### Met1 routing

The bar under the picture is 20 um long. Supply wires on this layer in gray.
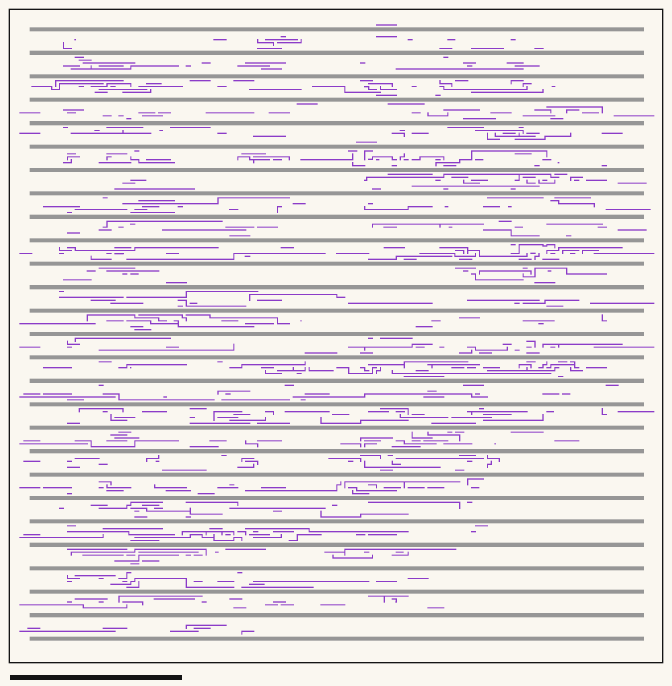
### M2 wires

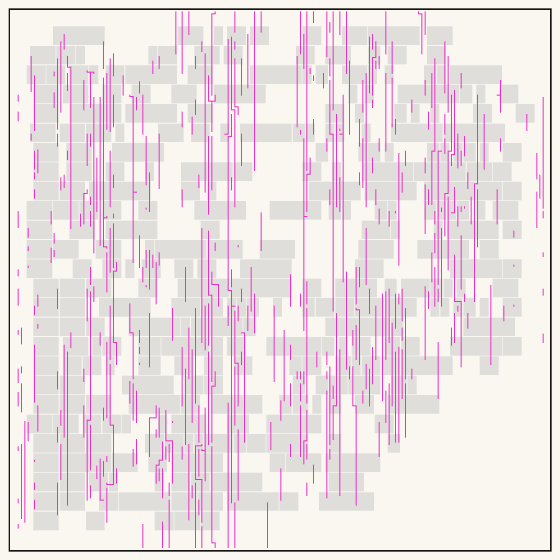
### Metal 3

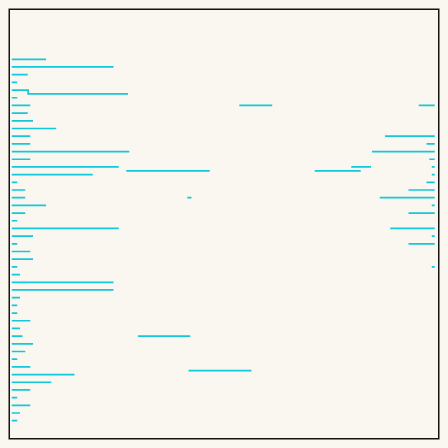
<file path="src/rtl/alu_pkg.sv">
// Shared opcode, FSM-state and counter-width definitions for the ALU arbiter.
package alu_pkg;

    localparam logic [2:0] OP_FWD = 3'b000;
    localparam logic [2:0] OP_ADD = 3'b001;
    localparam logic [2:0] OP_AND = 3'b010;
    localparam logic [2:0] OP_OR  = 3'b011;

    localparam int CNT_W = 4;

    typedef enum logic [1:0] {
        ST_IDLE = 2'd0,
        ST_EXEC = 2'd1,
        ST_RESP = 2'd2
    } arb_state_e;

endpackage

</file>
<file path="src/rtl/rr_pick2.sv">
// Two-way round-robin picker: a lone requester wins, a tie goes to the one not served last.
module rr_pick2 (
    input  logic       req0,
    input  logic       req1,
    input  logic       last,
    output logic [1:0] gnt,
    output logic       win
);

    always_comb begin
        win = (req0 && req1) ? ~last : req1;
        gnt = 2'b00;
        if (req0 || req1) begin
            gnt = win ? 2'b10 : 2'b01;
        end
    end

endmodule

</file>
<file path="src/rtl/alu_arbiter.sv">
// Shares one 8-bit ALU between two requesters: round-robin grant, hold inputs
// for WAIT_CYCLES, capture the result and pulse DONE to the granted requester.
module alu_arbiter
    import alu_pkg::*;
#(
    parameter int WAIT_CYCLES = 1
) (
    input  logic       CLK,
    input  logic       RESET,
    input  logic       REQ0,
    input  logic [2:0] SEL0,
    input  logic [7:0] OPA0,
    input  logic [7:0] OPB0,
    output logic       GRANT0,
    output logic       DONE0,
    output logic [7:0] RESULT0,
    input  logic       REQ1,
    input  logic [2:0] SEL1,
    input  logic [7:0] OPA1,
    input  logic [7:0] OPB1,
    output logic       GRANT1,
    output logic       DONE1,
    output logic [7:0] RESULT1,
    output logic [7:0] ALU_DATA1,
    output logic [7:0] ALU_DATA2,
    output logic [2:0] ALU_SELECT,
    input  logic [7:0] ALU_RESULT,
    output logic       BUSY
);

    localparam logic [CNT_W-1:0] CNT_LOAD = CNT_W'(WAIT_CYCLES - 1);

    arb_state_e       state_q, state_d;
    logic [CNT_W-1:0] cnt_q, cnt_d;
    logic             last_q, last_d;
    logic             owner_q, owner_d;
    logic [2:0]       alu_sel_q, alu_sel_d;
    logic [7:0]       alu_d1_q, alu_d1_d;
    logic [7:0]       alu_d2_q, alu_d2_d;
    logic [7:0]       result0_q, result0_d;
    logic [7:0]       result1_q, result1_d;
    logic             done0_q, done0_d;
    logic             done1_q, done1_d;

    logic [1:0] pick_gnt;
    logic       pick_win;
    logic       grant_ok;

    rr_pick2 u_pick (
        .req0 (REQ0),
        .req1 (REQ1),
        .last (last_q),
        .gnt  (pick_gnt),
        .win  (pick_win)
    );

    // A grant is only offered where the next edge will actually honour it.
    assign grant_ok = (state_q == ST_IDLE) && !RESET;

    always_comb begin
        state_d   = state_q;
        cnt_d     = cnt_q;
        last_d    = last_q;
        owner_d   = owner_q;
        alu_sel_d = alu_sel_q;
        alu_d1_d  = alu_d1_q;
        alu_d2_d  = alu_d2_q;
        result0_d = result0_q;
        result1_d = result1_q;
        done0_d   = 1'b0;
        done1_d   = 1'b0;
        case (state_q)
            ST_IDLE: begin
                if (grant_ok && (pick_gnt != 2'b00)) begin
                    state_d   = ST_EXEC;
                    cnt_d     = CNT_LOAD;
                    last_d    = pick_win;
                    owner_d   = pick_win;
                    alu_sel_d = pick_win ? SEL1 : SEL0;
                    alu_d1_d  = pick_win ? OPA1 : OPA0;
                    alu_d2_d  = pick_win ? OPB1 : OPB0;
                end
            end
            ST_EXEC: begin
                if (cnt_q != '0) begin
                    cnt_d = cnt_q - 1'b1;
                end else begin
                    state_d = ST_RESP;
                    if (owner_q) begin
                        result1_d = ALU_RESULT;
                        done1_d   = 1'b1;
                    end else begin
                        result0_d = ALU_RESULT;
                        done0_d   = 1'b1;
                    end
                end
            end
            ST_RESP: state_d = ST_IDLE;
            default: state_d = ST_IDLE;
        endcase
    end

    always_ff @(posedge CLK) begin
        if (RESET) begin
            state_q   <= ST_IDLE;
            cnt_q     <= '0;
            last_q    <= 1'b1;
            owner_q   <= 1'b0;
            alu_sel_q <= OP_FWD;
            alu_d1_q  <= 8'h00;
            alu_d2_q  <= 8'h00;
            result0_q <= 8'h00;
            result1_q <= 8'h00;
            done0_q   <= 1'b0;
            done1_q   <= 1'b0;
        end else begin
            state_q   <= state_d;
            cnt_q     <= cnt_d;
            last_q    <= last_d;
            owner_q   <= owner_d;
            alu_sel_q <= alu_sel_d;
            alu_d1_q  <= alu_d1_d;
            alu_d2_q  <= alu_d2_d;
            result0_q <= result0_d;
            result1_q <= result1_d;
            done0_q   <= done0_d;
            done1_q   <= done1_d;
        end
    end

    assign GRANT0     = grant_ok && pick_gnt[0];
    assign GRANT1     = grant_ok && pick_gnt[1];
    assign DONE0      = done0_q;
    assign DONE1      = done1_q;
    assign RESULT0    = result0_q;
    assign RESULT1    = result1_q;
    assign ALU_SELECT = alu_sel_q;
    assign ALU_DATA1  = alu_d1_q;
    assign ALU_DATA2  = alu_d2_q;
    assign BUSY       = (state_q != ST_IDLE);

endmodule

</file>
<file path="config.mk">
export PLATFORM = sky130hd
export DESIGN_NAME = alu_arbiter
export DESIGN_NICKNAME = d
export VERILOG_FILES = /design/src/rtl/alu_pkg.sv /design/src/rtl/rr_pick2.sv /design/src/rtl/alu_arbiter.sv
export SDC_FILE = /design/constraint.sdc
export NUM_CORES = 1
export LEC_CHECK = 0
export CAP_MARGIN = 20
export CORE_MARGIN = 2
export CORE_UTILIZATION = 36
export DETAILED_ROUTE_END_ITERATION = 10
export HOLD_SLACK_MARGIN = 0.02
export PLACE_DENSITY = 0.75
export SLEW_MARGIN = 20
export SYNTH_ARGS = -nofsm -noshare
export SYNTH_HDL_FRONTEND = slang
export SYNTH_HIERARCHICAL = 1
export SYNTH_SLANG_ARGS = --single-unit
</file>
<file path="constraint.sdc">
create_clock -name CLK -period 1.6 [get_ports CLK]
set_input_delay 0.32 -clock CLK [delete_from_list [all_inputs] [get_ports CLK]]
set_output_delay 0.32 -clock CLK [all_outputs]
set_load 0.05 [all_outputs]
</file>
==> deck_impl_summary.md <==
Synthesis and Place & Route Summary

Global routing
  – Vias in the first global route: 1696
  – Remaining global-route overflow: 0
  – GR Util All Layers: 0.174

Logic synthesis
  – Syn Inst Count: 209
  – Number of enable flip-flop cells: 0
  – Cell Area, Synth: 0.00185 mm2

Placement
  – GPL Wtd Cong: 0.759
  – Detail Placement HPWL: 3420 um

Floorplan
  – Die H: roughly 76 um

Pwr
  – Switching fraction of total power: 0.323
  – Peak supply drop: 0.000506 V

Critical path
  – CP max FO: 4
  – Critical setup path kind: reg -> out

Cells and area
  – Nets: 364
  – Top cells excl fill/tap: 54 x buf_4, 46 x clkdlybuf4s50_1, 40 x dfxtp_1
  – Final Util: 0.600
  – Antenna diode count: 0
  – Fillers: 446

Route
  – ANT nets after route: 0
  – DRC: 0

Clock tree
  – Clock Path Buffers: 2
  – Clk slew on worst S/H paths: 0.08 ns
  – CTS Buf Count: 5

Final timing
  – Post-Route Hold Slack: 0.456 ns
  – RSZ-0062 raised after global routing: yes
  – Setup tns final: 0 ns

Outcome
  – Outcome: complete, no violations

Hold path
  – HP Class: reg -> reg

Job
  – Max-cap check violation count: 0
## Picture notes: 'Met1 routing'
The layer carries 1940 um of wire. 308 nets have wire on it. The longest straight run is 18.4 um. The wires run mostly horizontal. The layer holds 42% of the routed length.

## Picture notes: 'M2 wires'
The longest straight run is 29.8 um. The wires run mostly vertical. 305 nets have wire on it. The layer holds 49% of the routed length. The layer carries 2280 um of wire.
met2 Use GR: 0.298
Vias: 1818
WL final: 4630 um

## Picture notes: 'Metal 3'
The layer carries 357 um of wire. The wires run mostly horizontal. The longest straight run is 20.5 um.

worst max-delay path, stage by stage (launching register included):
cell      delay, ns
dfxtp_4        0.39
inv_2          0.05
a21boi_2       0.15
buf_4          0.13
and2_4         0.14
buf_12         0.13
metrics by stage:
step / instance area (um2) / power (W) / setup WS [ns]
global placement: 2850 / 0.00198 / -0.187
floorplan: 1870 / 0.00168 / 0.00416
detailed placement: 2850 / 0.00199 / -0.290
global route: 3030 / 0.00282 / -0.0532
CTS: 3000 / 0.00270 / 0.0127
finish: 3030 / 0.00269 / 0.00125
cell families after synthesis:
logic type,count (synthesis)
AND/OR/NAND/NOR,80
AND-OR/OR-AND,47
flip-flops,45
multiplexers,19
buffers and inverters,16
adder cells (fa/ha/maj),2
cells in the mapped netlist, types with 2 or more instances:
cell type / n
nand3_1: 5
nand2_1: 36
a21boi_1: 3
a21oi_1: 22
mux2i_1: 19
clkbuf_1: 5
and2_1: 2
a211oi_1: 19
dfxtp_1: 45
inv_1: 3
nor2_1: 22
ha_1: 2
buf_2: 7
nor3_1: 3
or3_1: 3
area by class of cell:
class                      instances  area, um2  share of cell area
sequential                        45        910               0.301
clock inverter                     2       15.0             0.00496
clock buffer                       6       72.6              0.0240
timing repair buffer             109        991               0.327
tap                               70       87.6              0.0289
inverter                           3       11.3             0.00372
multi-input combinational        148        940               0.310
power by group through the flow:
stage / Combinational [W] / Sequential, W / Clock (W)
detailed placement: 0.000734 / 0.00125 / 0
CTS: 0.000753 / 0.00123 / 0.000720
global route: 0.000806 / 0.00124 / 0.000767
global placement: 0.000727 / 0.00125 / 0
finish: 0.000751 / 0.00123 / 0.000707
floorplan: 0.000225 / 0.00146 / 0
state kept, by name, summed over array words and instances (netlist names):
signal      cells
last_q          1
RESULT0         8
ALU_DATA2       8
DONE0           1
ALU_DATA1       8
DONE1           1
ALU_SELECT      3
owner_q         1
RESULT1         8
state_q         2
cnt_q           4
path summary, 6_finish.rpt:
path	cells after the start	to	startpoint
worst max-delay path	5	GRANT0	last_q
worst min register to register	2	RESULT1[4]	RESULT1[4]
worst max register to register	6	RESULT0[7]	cnt_q[1]
worst min-delay path	2	RESULT1[4]	RESULT1[4]
layer usage:
metal / GRT usage / vias to the layer above / wire [um]
met5: 0 / - / 0
met4: 0.0409 / 0 / 44
met3: 0.0675 / 5 / 357
met2: 0.298 / 73 / 2280
met1: 0.205 / 812 / 1940
li1: - / 928 / -
timing repair:
action	4_1_cts	5_1_grt
endpoints found under the setup margin	12	19
resized	12	7
pin swaps	2	9
setup buffers	3	2
No activity file was given, so power comes from the tool's default toggle rates.
